**config.mk**
```make
export PLATFORM = sky130hd
export DESIGN_NAME = coefficient_loader
export DESIGN_NICKNAME = d
export VERILOG_FILES = /design/src/rtl/coefficient_loader.sv
export SDC_FILE = /design/constraint.sdc
export NUM_CORES = 1
export LEC_CHECK = 0
export ABC_AREA = 1
export ABC_CLOCK_PERIOD_IN_PS = 6500
export CAP_MARGIN = 40
export CORE_MARGIN = 2
export CORE_UTILIZATION = 42
export DETAILED_ROUTE_END_ITERATION = 16
export HOLD_SLACK_MARGIN = 0.12
export PLACE_DENSITY = 0.68
export SLEW_MARGIN = 10
export SYNTH_ARGS = -nofsm -noshare
export SYNTH_HDL_FRONTEND = slang
export SYNTH_SLANG_ARGS = --single-unit
```
**constraint.sdc**
```tcl
create_clock -name clock -period 6.5 [get_ports clock]
set_input_delay 1.95 -clock clock [delete_from_list [all_inputs] [get_ports clock]]
set_output_delay 1.95 -clock clock [all_outputs]
set_load 0.05 [all_outputs]
```
**src/rtl/coefficient_loader.sv**
```systemverilog
// Serial coefficient loader: captures LENGTH signed coefficients into a register bank,
// tracks count and running sum, and offers registered random-access readback.
module coefficient_loader #(
  parameter int LENGTH     = 20,
  parameter int DATA_WIDTH = 8
) (
  input  logic                         clock,
  input  logic                         reset,
  input  logic                         enable,
  input  logic                         coefficientValid,
  input  logic signed [DATA_WIDTH-1:0] coefficientIn,
  input  logic [4:0]                   readAddress,
  output logic                         ready,
  output logic                         filterSetFlag,
  output logic [4:0]                   coefficientCount,
  output logic signed [DATA_WIDTH+4:0] coefficientSum,
  output logic signed [DATA_WIDTH-1:0] readData,
  output logic                         overrunFlag
);

  typedef enum logic [1:0] {
    IDLE = 2'd0,
    LOAD = 2'd1,
    DONE = 2'd2
  } state_t;

  localparam logic [5:0] LEN6 = 6'(LENGTH);
  localparam logic [5:0] LAST = 6'(LENGTH - 1);

  state_t                         state_r, state_s;
  logic                           rst_meta_r, rst_sync_r;
  logic                           rst_n_s;
  logic [5:0]                     count_r, count_s;
  logic signed [DATA_WIDTH+4:0]   sum_r, sum_s;
  logic                           overrun_r, overrun_s;
  logic                           ready_r, flag_r;
  logic                           accept_s;
  logic signed [DATA_WIDTH-1:0]   rd_s, rd_r;
  logic signed [DATA_WIDTH-1:0]   bank_r [LENGTH];

  // Assert asynchronously, release two clocks later so the first live edge is clean.
  always_ff @(posedge clock or negedge reset) begin
    if (!reset) begin
      rst_meta_r <= 1'b0;
      rst_sync_r <= 1'b0;
    end else begin
      rst_meta_r <= 1'b1;
      rst_sync_r <= rst_meta_r;
    end
  end

  assign rst_n_s = rst_sync_r;

  // Next-state, counter, sum and overrun decisions.
  always_comb begin
    state_s   = state_r;
    count_s   = count_r;
    sum_s     = sum_r;
    overrun_s = overrun_r;
    accept_s  = 1'b0;
    case (state_r)
      IDLE: begin
        if (enable) begin
          state_s   = LOAD;
          count_s   = 6'd0;
          sum_s     = '0;
          overrun_s = 1'b0;
        end else begin
          state_s = IDLE;
        end
      end
      LOAD: begin
        if (!enable) begin
          state_s = IDLE;
          count_s = 6'd0;
        end else if (coefficientValid) begin
          accept_s = 1'b1;
          count_s  = count_r + 6'd1;
          sum_s    = sum_r + {{5{coefficientIn[DATA_WIDTH-1]}}, coefficientIn};
          if (count_r == LAST) begin
            state_s = DONE;
          end else begin
            state_s = LOAD;
          end
        end else begin
          state_s = LOAD;
        end
      end
      DONE: begin
        if (!enable) begin
          state_s = IDLE;
        end else begin
          state_s = DONE;
          if (coefficientValid) begin
            overrun_s = 1'b1;
          end else begin
            overrun_s = overrun_r;
          end
        end
      end
      default: begin
        state_s = IDLE;
      end
    endcase
  end

  always_ff @(posedge clock or negedge rst_n_s) begin
    if (!rst_n_s) begin
      state_r   <= IDLE;
      count_r   <= 6'd0;
      sum_r     <= '0;
      overrun_r <= 1'b0;
      ready_r   <= 1'b0;
      flag_r    <= 1'b0;
    end else begin
      state_r   <= state_s;
      count_r   <= count_s;
      sum_r     <= sum_s;
      overrun_r <= overrun_s;
      ready_r   <= (state_s == LOAD);
      flag_r    <= (state_s == DONE);
    end
  end

  // Coefficient bank; reads below see pre-write contents on a same-edge write.
  always_ff @(posedge clock or negedge rst_n_s) begin
    if (!rst_n_s) begin
      for (int i = 0; i < LENGTH; i++) begin
        bank_r[i] <= '0;
      end
    end else if (accept_s) begin
      bank_r[count_r[4:0]] <= coefficientIn;
    end
  end

  always_comb begin
    rd_s = '0;
    if ({1'b0, readAddress} < LEN6) begin
      rd_s = bank_r[readAddress];
    end else begin
      rd_s = '0;
    end
  end

  always_ff @(posedge clock or negedge rst_n_s) begin
    if (!rst_n_s) begin
      rd_r <= '0;
    end else begin
      rd_r <= rd_s;
    end
  end

  assign ready            = ready_r;
  assign filterSetFlag    = flag_r;
  assign coefficientCount = count_r[4:0];
  assign coefficientSum   = sum_r;
  assign readData         = rd_r;
  assign overrunFlag      = overrun_r;

endmodule

```
==> results.txt <==
run metrics: Filler Cell Count about 2.2k, final hold violation count 0, Worst Min Path Start rst_meta_r, synthesized netlist cell count between 1k and 1.5k, M1 WL 11.6 mm, total vias in the final route 8015, hold path endpoint rst_n_s, Reg2Reg Setup Slack between 4 and 5 ns, routing usage on met3 0.0398, final slew viol count 0, post-synthesis cell type with the largest instance count sky130_fd_sc_hd__nand2_1, library cell with the largest summed area after synthesis sky130_fd_sc_hd__dfrtp_1, Worst path max stage delay about 0.55 ns, initial standard-cell utilization of the core 0.425, placed wire-length estimate ~15 mm, Finish-stage setup viols 0, number of nets with antenna violations after routing 0, chip area line of the yosys report between 9000 and 10000 sq um, switching power share of the total 0.311, kind of capture point of the worst setup path flop, critical path arrival approximately 4.2 ns, CTS H-tree lvls 4, share of power burned in the clock network 0.348, post-CTS setup-driven buffer insertion count 0, combinational logic power a little under 0.6 mW, fin worst setup slack about 2.6 ns, most numerous logic cell after layout sky130_fd_sc_hd__nand2_1, yosys stat cell total about 1.3k, crit path cell chain clkdlybuf4s50_1 > nand2_2 > nor2_4 > inv_2 > nor2_2 > nand2_1 > o21ai_0, placed cell count ~1.5k, post-synth tally of flip-flops with integrated enable 0, number of detailed-routing iterations run before antenna repair 6, worst setup path startpoint enable, first-iteration detailed-routing DRC count 620, total clock sinks slightly below 200, global-route met2 utilization 0.319, worst relative slew slack 0.422, share of cell area taken by flip-flops and latches 0.452, part of the power in registers 0.458, period utilization 0.600, worst hold slack after final layout between 0.3 and 0.4 ns, sequential power roughly 1.4 mW, layout sequential cell count slightly below 200, final weighted congestion in routability-driven placement between 0.8 and 0.9, clk cell area share 0.0546, most frequent cells after synthesis sky130_fd_sc_hd__nand2_1, sky130_fd_sc_hd__o21ai_0, sky130_fd_sc_hd__dfrtp_1, # port buffers about 45, outcome completed, Yosys top cell area share 0.510, number of library cell types mapped by synthesis 30, unrepaired setup endpoints after global routing false, area taken by multi-input logic gates 4000 sq um, total negative setup slack 0 ns, row count approximately 55, highest-utilization routing layer at the global route stage met2, antenna violations before repair 0, sequential share of the synthesized area 0.510, Power Clock approximately 1.1 mW, sum of met3 wire segment lengths after detailed routing between 1 and 1.5 mm, xor/xnor share of the synthesized area 0.000919, Sequential cell area roughly 5000 sq um, Levels on crit path 7, Area contributors post-synth sky130_fd_sc_hd__dfrtp_1, sky130_fd_sc_hd__nand2_1, sky130_fd_sc_hd__o21ai_0, top layer used by detailed routing met4, die height 155 um, share of power burned in combinational logic 0.195, crit path to bank_r[4], cell area after placement just over 10000 sq um
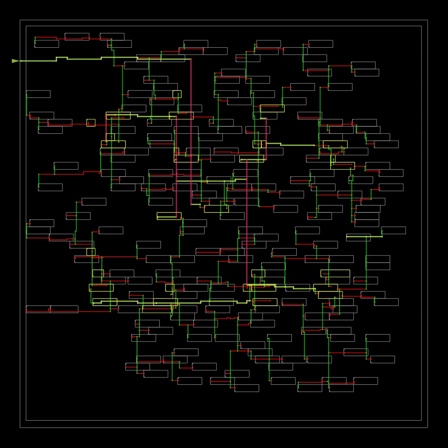
(images/clock_nets.png)
clock latency at the later pin of the worst-skew pair: 0.43 ns
CLK BUF: 18
total clock buffers created by CTS: 17
clock tree skew after final layout: 0.0107 ns

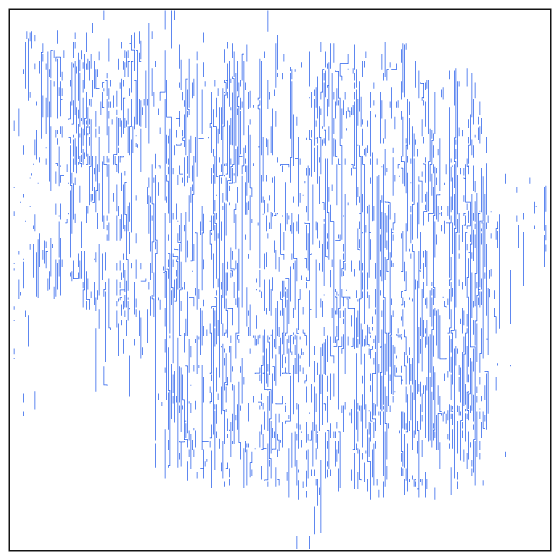
(images/m2.png)
The layer holds 44% of the routed length. The layer carries 10600 um of wire. The longest straight run is 65.8 um. 949 nets have wire on it. The wires run mostly vertical.

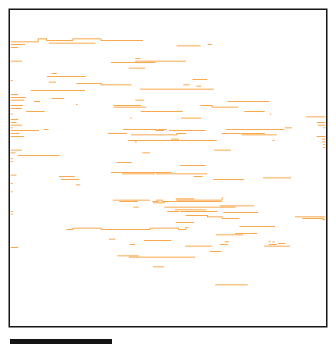
(images/m3.png)
Scale bar: 50 um.
The layer carries 1410 um of wire. The longest straight run is 43.2 um. The wires run mostly horizontal.

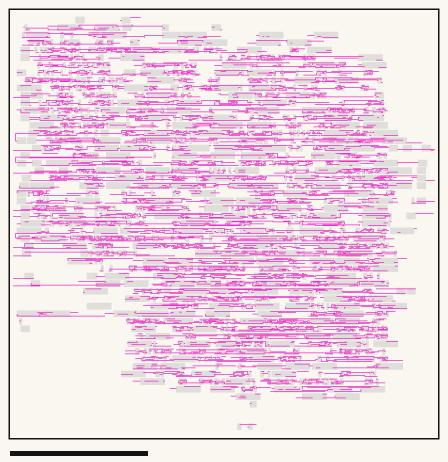
(images/m1.png)
Scale bar: 50 um.
1231 nets have wire on it. The layer carries 11600 um of wire.

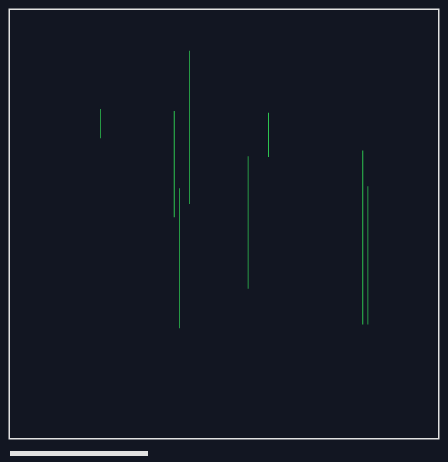
(images/m4.png)
Scale bar: 50 um.
The layer holds 1.4% of the routed length. 5 nets have wire on it. The longest straight run is 62.6 um.

Power figures rest on the tool's default switching activity, not on a simulated workload.
